--- src/rtl/dmem_req_ctrl.sv ---
// dmem_req_ctrl
// Memory-stage request controller. It sits between the execute stage and the
// data memory port and takes one load or store per req_valid/req_ready
// handshake. Store data arrives already lane-aligned. For each op it checks
// alignment, builds the word address and the byte write mask, and issues a
// valid/ready request to data memory. A load response is captured and held
// on rsp_* (raw word, funct, byte offset, rd tag) until the downstream
// load-extend logic takes it. stall is high while any access is in flight.
//
// Ports:
//   clk, rst_n                    clock, asynchronous active-low reset
//   req_valid/req_ready           op handshake from the execute stage
//   req_opcode/funct/addr/wdata/rd  op fields
//   mem_req_valid/mem_req_ready   request handshake to data memory
//   mem_addr/mem_wdata/mem_we/mem_re  request fields (word address, data,
//                                 byte mask, read strobe)
//   mem_resp_valid/mem_resp_data  one-cycle load return from memory
//   rsp_valid/rsp_ready           held load result to downstream
//   rsp_data/funct/offset/rd/err  load result fields
//   misalign                      one-cycle pulse when an op is rejected
//   stall                         controller is busy (state != IDLE)
//
// Build option:
//   DMEM_TIMEOUT_EN  adds a WAIT-state watchdog. If no response arrives
//                    within TIMEOUT cycles, the result is 32'hDEADBEEF with
//                    rsp_err=1. Without this macro, WAIT has no time limit
//                    and rsp_err is always 0.
//
// state | meaning
// IDLE  | ready for a new op
// REQ   | request presented to memory, waiting for mem_req_ready
// WAIT  | load accepted by memory, waiting for mem_resp_valid
// RESP  | load result held on rsp_*, waiting for rsp_ready

module dmem_req_ctrl #(
    parameter int DATA_W  = 32,
    parameter int TIMEOUT = 255
) (
    input  logic                clk,
    input  logic                rst_n,
    input  logic                req_valid,
    output logic                req_ready,
    input  logic [6:0]          req_opcode,
    input  logic [2:0]          req_funct,
    input  logic [31:0]         req_addr,
    input  logic [DATA_W-1:0]   req_wdata,
    input  logic [4:0]          req_rd,
    output logic                mem_req_valid,
    input  logic                mem_req_ready,
    output logic [31:0]         mem_addr,
    output logic [DATA_W-1:0]   mem_wdata,
    output logic [DATA_W/8-1:0] mem_we,
    output logic                mem_re,
    input  logic                mem_resp_valid,
    input  logic [DATA_W-1:0]   mem_resp_data,
    output logic                rsp_valid,
    input  logic                rsp_ready,
    output logic [DATA_W-1:0]   rsp_data,
    output logic [2:0]          rsp_funct,
    output logic [1:0]          rsp_offset,
    output logic [4:0]          rsp_rd,
    output logic                rsp_err,
    output logic                misalign,
    output logic                stall
);

    localparam logic [6:0] OPC_LOAD  = 7'b0000011;
    localparam logic [6:0] OPC_STORE = 7'b0100011;

    localparam logic [2:0] FNC_LB  = 3'b000;
    localparam logic [2:0] FNC_LH  = 3'b001;
    localparam logic [2:0] FNC_LW  = 3'b010;
    localparam logic [2:0] FNC_LBU = 3'b100;
    localparam logic [2:0] FNC_LHU = 3'b101;
    localparam logic [2:0] FNC_SB  = 3'b000;
    localparam logic [2:0] FNC_SH  = 3'b001;
    localparam logic [2:0] FNC_SW  = 3'b010;

    localparam logic [1:0] IDLE = 2'd0;
    localparam logic [1:0] REQ  = 2'd1;
    localparam logic [1:0] WAIT = 2'd2;
    localparam logic [1:0] RESP = 2'd3;

    logic [1:0]          state;
    logic [1:0]          off;
    logic                is_load;
    logic                is_store;
    logic                legal;
    logic [DATA_W/8-1:0] lane_mask;

    assign off      = req_addr[1:0];
    assign is_load  = (req_opcode == OPC_LOAD);
    assign is_store = (req_opcode == OPC_STORE);

    // Byte, half and word accesses share the same alignment rules for loads
    // and stores. A halfword at offset 1 is legal because it stays inside
    // one word. Only the lane_mask of a store reaches mem_we.
    always_comb begin
        legal     = 1'b0;
        lane_mask = '0;
        if (is_load) begin
            case (req_funct)
                FNC_LB, FNC_LBU: begin
                    legal     = 1'b1;
                    lane_mask = 4'b0001 << off;
                end
                FNC_LH, FNC_LHU: begin
                    legal     = (off != 2'd3);
                    lane_mask = 4'b0011 << off;
                end
                FNC_LW: begin
                    legal     = (off == 2'd0);
                    lane_mask = 4'b1111;
                end
                default: legal = 1'b0;
            endcase
        end else if (is_store) begin
            case (req_funct)
                FNC_SB: begin
                    legal     = 1'b1;
                    lane_mask = 4'b0001 << off;
                end
                FNC_SH: begin
                    legal     = (off != 2'd3);
                    lane_mask = 4'b0011 << off;
                end
                FNC_SW: begin
                    legal     = (off == 2'd0);
                    lane_mask = 4'b1111;
                end
                default: legal = 1'b0;
            endcase
        end
    end

`ifdef DMEM_TIMEOUT_EN
    localparam int CNT_W = $clog2(TIMEOUT + 1);
    logic [CNT_W-1:0] wait_cnt;
    logic             err_q;
`endif

    always_ff @(posedge clk or negedge rst_n) begin
        if (!rst_n) begin
            state      <= IDLE;
            mem_addr   <= '0;
            mem_wdata  <= '0;
            mem_we     <= '0;
            mem_re     <= 1'b0;
            rsp_data   <= '0;
            rsp_funct  <= '0;
            rsp_offset <= '0;
            rsp_rd     <= '0;
            misalign   <= 1'b0;
`ifdef DMEM_TIMEOUT_EN
            wait_cnt   <= '0;
            err_q      <= 1'b0;
`endif
        end else begin
            misalign <= 1'b0;
            case (state)
                IDLE: begin
                    // Ops whose opcode is neither load nor store are accepted
                    // and dropped without any pulse.
                    if (req_valid && (is_load || is_store)) begin
                        if (!legal) begin
                            misalign <= 1'b1;
                        end else begin
                            mem_addr   <= {req_addr[31:2], 2'b00};
                            mem_wdata  <= req_wdata;
                            mem_we     <= is_store ? lane_mask : '0;
                            mem_re     <= is_load;
                            rsp_funct  <= req_funct;
                            rsp_offset <= off;
                            rsp_rd     <= req_rd;
                            state      <= REQ;
                        end
                    end
                end
                REQ: begin
                    if (mem_req_ready) begin
                        // Stores are posted and produce no response.
                        state <= mem_re ? WAIT : IDLE;
`ifdef DMEM_TIMEOUT_EN
                        wait_cnt <= '0;
`endif
                    end
                end
                WAIT: begin
                    // A real response wins over the watchdog if both happen
                    // in the same cycle.
                    if (mem_resp_valid) begin
                        rsp_data <= mem_resp_data;
                        state    <= RESP;
`ifdef DMEM_TIMEOUT_EN
                        err_q    <= 1'b0;
                    end else if (wait_cnt == CNT_W'(TIMEOUT - 1)) begin
                        rsp_data <= 32'hDEADBEEF;
                        err_q    <= 1'b1;
                        state    <= RESP;
                    end else begin
                        wait_cnt <= wait_cnt + 1'b1;
`endif
                    end
                end
                RESP: begin
                    if (rsp_ready) begin
                        state <= IDLE;
`ifdef DMEM_TIMEOUT_EN
                        err_q <= 1'b0;
`endif
                    end
                end
                default: state <= IDLE;
            endcase
        end
    end

    assign req_ready     = (state == IDLE);
    assign mem_req_valid = (state == REQ);
    assign rsp_valid     = (state == RESP);
    assign stall         = (state != IDLE);

`ifdef DMEM_TIMEOUT_EN
    assign rsp_err = err_q;
`else
    assign rsp_err = 1'b0;
`endif

endmodule

--- config.mk ---
export PLATFORM = sky130hd
export DESIGN_NAME = dmem_req_ctrl
export DESIGN_NICKNAME = d
export VERILOG_FILES = /design/src/rtl/dmem_req_ctrl.sv
export SDC_FILE = /design/constraint.sdc
export NUM_CORES = 1
export LEC_CHECK = 0
export CORE_UTILIZATION = 41
export DETAILED_ROUTE_END_ITERATION = 10
export PLACE_DENSITY = 0.88
export SYNTH_ARGS = -nofsm -noshare
export SYNTH_HDL_FRONTEND = slang
export SYNTH_SLANG_ARGS = --single-unit
--- constraint.sdc ---
create_clock -name clk -period 2.2 [get_ports clk]
set_input_delay 0.55 -clock clk [delete_from_list [all_inputs] [get_ports clk]]
set_output_delay 0.55 -clock clk [all_outputs]
set_load 0.02 [all_outputs]
### Supply network, run 1

Scale: 4 px per micron. Pins as bars on the die edge. Tap cells in grey.
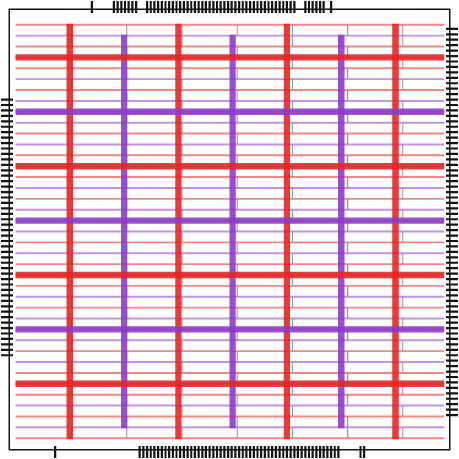
legend:
  VSS:
    colour: red
  VDD:
    colour: purple
rows: 38
met5 straps: 7
met1 rails: 39
tap cells: 140
worst vdd ir: 709 uV
core region area: 11100 sq um
Die W: 110 microns
chip height: 110 microns

### Placed cells, one colour a class, run 1

Scale: 4 px per micron. Fill, decap, tap and diode cells in grey.
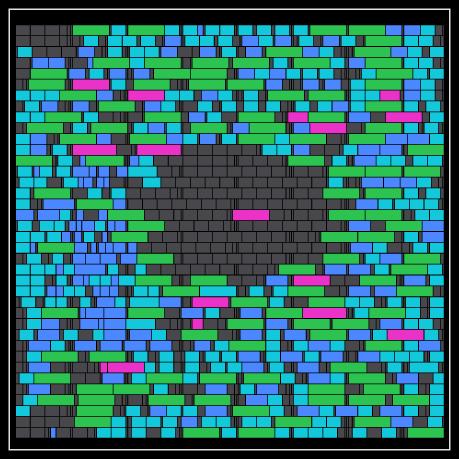
legend:
  clock drivers and dummy loads:
    colour: magenta
    cells: 16
    share_of_their_area: 4.7%
  other buffers and delay cells:
    colour: cyan
    cells: 257
    share_of_their_area: 34%
  combinational and other logic:
    colour: blue
    cells: 159
    share_of_their_area: 24%
  flops:
    colour: green
    cells: 112
    share_of_their_area: 37%

### Clock distribution, run 1

Scale: 3 px per micron.
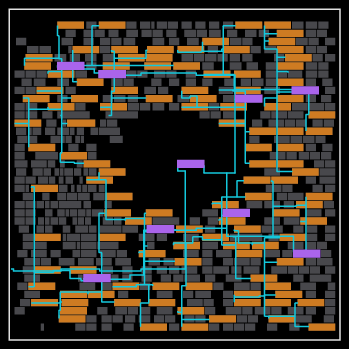
legend:
  clock wires:
    colour: cyan
    length: 1350 microns
  clock drivers:
    colour: purple
    count: 9
  flip-flops:
    colour: orange
    count: 112
flops lie: spread over the die
Late-Pin Clk Latency: 0.35 ns
Final Skew: 0.00482 ns
clock share of power: 0.400

==> flow_summary.ini, run 1 <==
; flow metrics
[setup_path]
critical_path_arrival_ns = 2.37
slowest_delay_ns = 0.43
cp.buffers_inverters = 5
end_kind = flip-flop
crit_fanout = 15

[power_and_ir_drop]
powerDensity_nw_per_um2 = 618
p_sw_frac = 0.217

[logic_synthesis]
edf_count = 0
synthAoiAreaFrac = 0.0310
yosys_area_sq_um = 4760
yosys-dominant-comb-family = multiplexers
ys_sh_simple = 0.0284
async_reset_ff_frac = 1.00

[sta]
slew_violations = 0
fin_crit_ns = 2.13

[placed_design]
preCtsSetupSlack_ns = -0.330
port_buffers = 230
dp.cells = 663
dp_hpwl_mm = 8.72
place_area_sq_um = 7270

[routing]
ant_nets = 0
wl_met3_microns = 977
dr.pass1.iters = 4
met2_wirelength_mm = 6.34
met1_length_mm = 4.56

[clocking]
cts.sinks = 112
hold_buffers = 0
path_clk_slew_ns = 0.07

[final_layout]
final_common_cell = clkdlybuf4s50_1
final_util = 0.695
nets = 660
design_area_sq_um = 7700

[outcome]
outcome = finished clean

[hold_path]
hp-class = in2async

[global_route]
grt_antenna_before_repair = 0
grt_pass1_vias = 3438
grt_use_total = 0.198
grt_max_degree = 113
met2_usage = 0.354

[job]
warning_count = 31
==> run 1: synthesized netlist by cell type (all sizes together) (2+ instances only) <==
| library cell | number |
|---|---|
| nand2b | 2 |
| inv | 6 |
| o41ai | 4 |
| ha | 4 |
| mux2 | 105 |
| a31oi | 2 |
| o21ai | 7 |
| nor2b | 3 |
| nand3 | 2 |
| a21oi | 2 |
| nor2 | 3 |
| dfrtp | 112 |
| buf | 12 |
| clkbuf | 3 |
| nand2 | 4 |
==> run 1: cell type report <==
type | count | area (sq um) | area share
multi-input combinational | 153 | 1770 | 0.229
clock inverter | 5 | 103 | 0.0133
inverter | 6 | 22.5 | 0.00293
tap | 140 | 175 | 0.0228
sequential | 112 | 2800 | 0.364
timing repair buffer | 257 | 2570 | 0.334
clock buffer | 11 | 253 | 0.0328
==> run 1: registers in the layout, indices dropped and copies added (netlist names), named ones only <==
signal	count
mem_re	1
rsp_rd	5
rsp_offset	2
rsp_funct	3
mem_addr	30
mem_wdata	32
state	1
misalign	1
rsp_data	32
mem_we	4
==> run 1: path summary, 6_finish.rpt <==
check                                           end  cells past startpoint  slack, ns
setup / recovery           mem_wdata[0]$_DFFE_PN0P_                      9       0.07
hold / removal             mem_addr[21]$_DFFE_PN0P_                      2       0.27
setup reg to reg           mem_wdata[0]$_DFFE_PN0P_                      6       0.48
hold reg to reg             rsp_data[2]$_DFFE_PN0P_                      1       0.51
max in group asynchronous                 async pin                      2       1.45
min in group clk            rsp_data[2]$_DFFE_PN0P_                      1       0.51
==> run 1: power groups by stage <==
stage	combinational, mW	clock, mW	sequential (mW)
2_1_floorplan	0.140	0	2.30
3_3_place_gp	0.668	0	2.21
3_5_place_dp	0.682	0	2.21
4_1_cts	0.687	1.96	2.17
5_1_grt	0.723	2.04	2.18
6_report	0.680	1.91	2.17
==> inputs of run 2 (changes only) <==
Settings changed: CORE_MARGIN set to 1.5.
==> run 2 against run 1 <==
Final cell count up 0.44%. Synthesized area unchanged. Non-clock buffer count unchanged. Critical path type unchanged.
==> flow_summary.ini, run 2 <==
; flow metrics
[setup_path]
end_kind = flip-flop
r2r_cells = 6
worstReg2RegEnd = mem_wdata[16]$_DFFE_PN0P_
crit_fanout = 10
critical_path_arrival_ns = 2.38

[logic_synthesis]
yosys-dominant-comb-family = multiplexers
async_reset_ff_frac = 1.00
ys_sh_simple = 0.0284
synthAoiAreaFrac = 0.0310
synth_dominant_cell_count = dfrtp_1

[routing]
dr.pass1.iters = 4

[clocking]
insertion_delay_ns = 0.35

[placed_design]
dp.cells = 669
preCtsSetupSlack_ns = -0.402
port_buffers = 230

[hold_path]
hp-class = in2async

[job]
warning_count = 29

[outcome]
outcome = finished clean

[global_route]
grt_antenna_before_repair = 0
grt_max_degree = 61
met2_usage = 0.373

[floorplan]
dieWidth_microns = 111
fp.dieH_microns = 111

[final_layout]
nets = 660
final_common_cell = clkdlybuf4s50_1
==> run 2: power breakdown <==
part           leakage [nW]  total, mW  switching, mW  internal, mW
Combinational          1.80      0.679          0.259         0.420
Clock                 0.161       1.76          0.767         0.992
Sequential             1.55       2.17         0.0443          2.13
Total                  3.51       4.61           1.07          3.54
==> run 2: cell type report <==
type | instances | area, sq um
clock buffers | 12 | 267
clock inverters | 4 | 58.8
fillers | 813 | 3700
inverters | 6 | 22.5
multi-input cells | 153 | 1760
flip-flops and latches | 112 | 2800
well taps | 143 | 179
repair buffers | 257 | 2570
==> run 2: stage by stage <==
stage	hold slack (ns)	power, mW	TNS, ns	instance area, sq um
floorplan	0.254	2.44	0	4770
global placement	0.481	2.87	-26.42	7290
detailed placement	0.486	2.89	-27.07	7290
CTS	0.0972	4.67	0	7620
global route	0.116	4.78	-0.00346	7660
finish	0.101	4.61	0	7660
==> run 2: critical path, stage by stage <==
cell and delay [ns]:
clkdlybuf4s50_1 0.48, buf_4 0.13, inv_1 0.05, ha_1 0.24, o211ai_4 0.20, nor2_4 0.07, buf_12 0.14, buf_4 0.20
mux2_4 0.32
==> run 2: how the worst max path moves through the flow <==
stage / endpoint / slack (ns)
2_1_floorplan: mem_addr[10]$_DFFE_PN0P_ / 0.15
3_3_place_gp: mem_wdata[2]$_DFFE_PN0P_ / -0.38
3_5_place_dp: mem_wdata[0]$_DFFE_PN0P_ / -0.40
4_1_cts: mem_wdata[24]$_DFFE_PN0P_ / 0.02
5_1_grt: mem_wdata[30]$_DFFE_PN0P_ / -0.003
6_report: mem_addr[28]$_DFFE_PN0P_ / 0.05
==> run 2: layer usage <==
layer | wire length (microns) | vias up
met5 | 0 | -
met1 | 4850 | 1643
met4 | 361 | 0
met3 | 742 | 26
li1 | - | 1509
met2 | 6660 | 139
### Routed metal, one colour a layer, run 2

Scale: 4 px per micron.
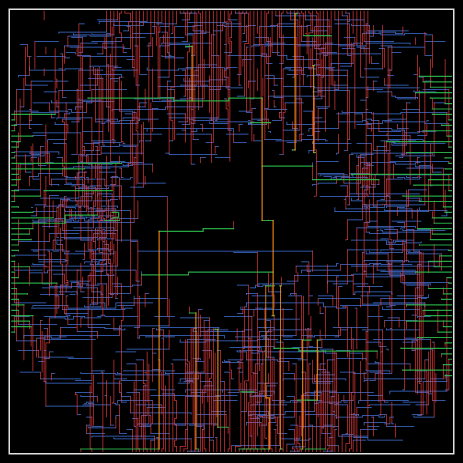
legend:
  metal 4:
    colour: orange
    wire_length: 361 microns
  metal 3:
    colour: green
    wire_length: 743 microns
  metal 1:
    colour: blue
    wire_length: 4850 microns
  metal 2:
    colour: red
    wire_length: 6660 microns
WL final: 12.6 mm
vias after detailed routing: 3317
wire per inst: 18.4 microns

### Placed cells, one colour a class, run 2

Scale: 4 px per micron. Fill, decap, tap and diode cells in grey.
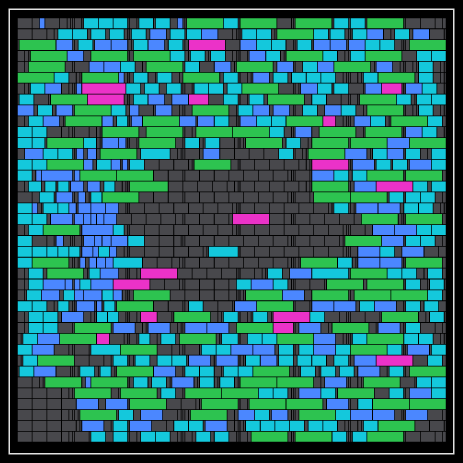
legend:
  clock drivers and dummy loads:
    colour: magenta
    cells: 16
    share_of_their_area: 4.3%
  combinational and other logic:
    colour: blue
    cells: 159
    share_of_their_area: 24%
  flops:
    colour: green
    cells: 112
    share_of_their_area: 37%
  other buffers and delay cells:
    colour: cyan
    cells: 257
    share_of_their_area: 34%
Rows: 39
final core utilization: 0.674
core region area: 11400 sq um
Final Cell Area: 7660 sq um

### Congestion heat map, run 2

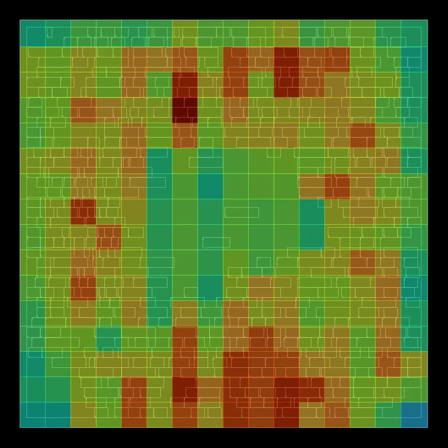
most crowded layer after global routing: met2
gr usage total: 0.211

==> inputs of run 3 (changes only) <==
Settings changed: ABC_CLOCK_PERIOD_IN_PS set to 2200, SLEW_MARGIN set to 5.
==> run 3 against run 2 <==
Global-route usage unchanged. Sequential power hardly changed. Worst setup slack unchanged. Critical path type unchanged. Synthesized cell count unchanged. Combinational power about the same.
==> flow_summary.ini, run 3 <==
; flow metrics
[logic_synthesis]
syn_area_per_cell_sq_um = 16.8
async_reset_ff_frac = 1.00
synth_dominant_cell_count = dfrtp_1
yosys_area_sq_um = 4760

[placed_design]
preCtsSetupSlack_ns = -0.402
dp.cells = 669
dp_hpwl_mm = 9.40
port_buffers = 230

[final_layout]
top_regs = mem_wdata (32), rsp_data (32), mem_addr (30)
final_util = 0.674
final_common_cell = clkdlybuf4s50_1
nets = 660

[routing]
ant_nets = 0
wirelength_mm = 12.6
met1_length_mm = 4.85
met2_wirelength_mm = 6.66
wl_met3_microns = 742
routed.top_layer = met4

[setup_path]
crit_start = req_addr[0]
crit_fanout = 10
end_kind = flip-flop

[clocking]
insertion_delay_ns = 0.35
hold_buffers = 0
cts.sinks = 112

[job]
warning_count = 29

[floorplan]
core_sq_um = 11400
dieWidth_microns = 111
rows = 39

[power_and_ir_drop]
vdd_drop_max_uv = 640
powerDensity_nw_per_um2 = 602
power_mw = 4.61

[sta]
setup_tns_ns = 0
finalClockSkew_ns = 0.00723
slew_violations = 0

[global_route]
grt_use_total = 0.211
grt_max_degree = 61
grt_pass1_vias = 3682
grt_antenna_before_repair = 0
top_usage_layer = met2

[outcome]
outcome = finished clean
==> run 3: cell counts after synthesis <==
Identical to the previous run, type by type.
==> run 3: power breakdown <==
group          internal (mW)  switching (mW)
logic                  0.420           0.259
registers               2.13          0.0443
clock network          0.992           0.767
total                   3.54            1.07
==> run 3: final cells by class <==
class                   count  area (sq um)
clock buffers              12           267
clock inverters             4          58.8
fillers                   813          3700
inverters                   6          22.5
multi-input cells         153          1760
flip-flops and latches    112          2800
well taps                 143           179
repair buffers            257          2570
==> run 3: timing repair <==
action / 4_1_cts / 5_1_grt
endpoints found under the hold margin: 0 / 0
endpoints found under the setup margin: 31 / 49
cloned: 0 / 1
pin swaps: 1 / 1
gates resized: 8 / 0
setup buffers: 0 / 1
==> run 3: path summary, 6_finish.rpt <==
| check | depth (start not counted) | slack (ns) | end |
|---|---|---|---|
| max | 9 | 0.05 | mem_addr[28]$_DFFE_PN0P_ |
| min | 1 | 0.10 | rsp_rd[0]$_DFFE_PN0P_ |
| max reg2reg | 6 | 0.45 | mem_wdata[16]$_DFFE_PN0P_ |
| min reg2reg | 1 | 0.51 | rsp_data[0]$_DFFE_PN0P_ |
| max in group asynchronous | 2 | 1.41 | rsp_data[11]$_DFFE_PN0P_ |
| min in group clk | 1 | 0.51 | rsp_data[0]$_DFFE_PN0P_ |
==> run 3: kinds of logic after synthesis <==
family	after synthesis	share of synthesized area
AOI/OAI and AO/OA	20	0.0310
and+or+nand+nor	20	0.0284
muxes	106	0.297
other	1	0.000787
adders and majority gates	4	0.0105
DFF	112	0.589
buffers and inverters	21	0.0439
==> run 3: critical path, cell delays in order <==
cell and delay, ns:
clkdlybuf4s50_1 0.48, buf_4 0.13, inv_1 0.05, ha_1 0.24
o211ai_4 0.20, nor2_4 0.07, buf_12 0.14, buf_4 0.20
mux2_4 0.32
### Placed cells, one colour a class, run 3

Scale: 4 px per micron. Fill, decap, tap and diode cells in grey.
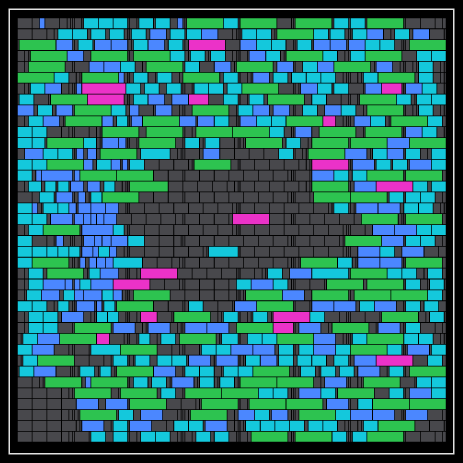
legend:
  flops:
    colour: green
    cells: 112
    share_of_their_area: 37%
  combinational and other logic:
    colour: blue
    cells: 159
    share_of_their_area: 24%
  clock drivers and dummy loads:
    colour: magenta
    cells: 16
    share_of_their_area: 4.3%
  other buffers and delay cells:
    colour: cyan
    cells: 257
    share_of_their_area: 34%
flop share of the area: 0.366

### Routed metal, one colour a layer, run 3

Scale: 4 px per micron.
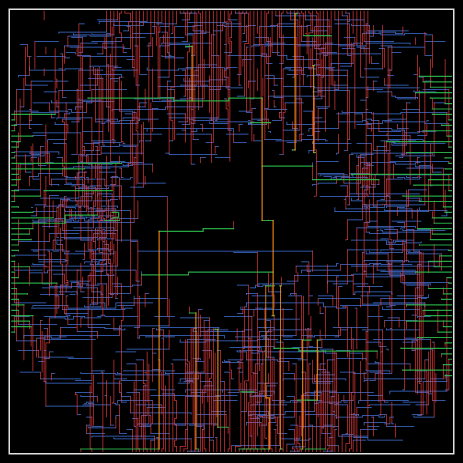
legend:
  metal 4:
    colour: orange
    wire_length: 361 microns
  metal 1:
    colour: blue
    wire_length: 4850 microns
  metal 2:
    colour: red
    wire_length: 6660 microns
  metal 3:
    colour: green
    wire_length: 743 microns

### Congestion heat map, run 3

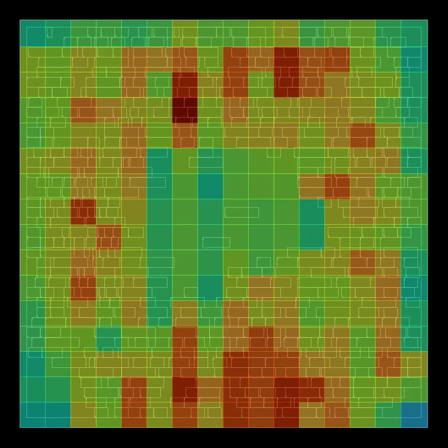
GRT met2 Usage: 0.373
met1 usage: 0.238
global routing usage on met3: 0.0662

No activity file was given, so power comes from the tool's default toggle rates.
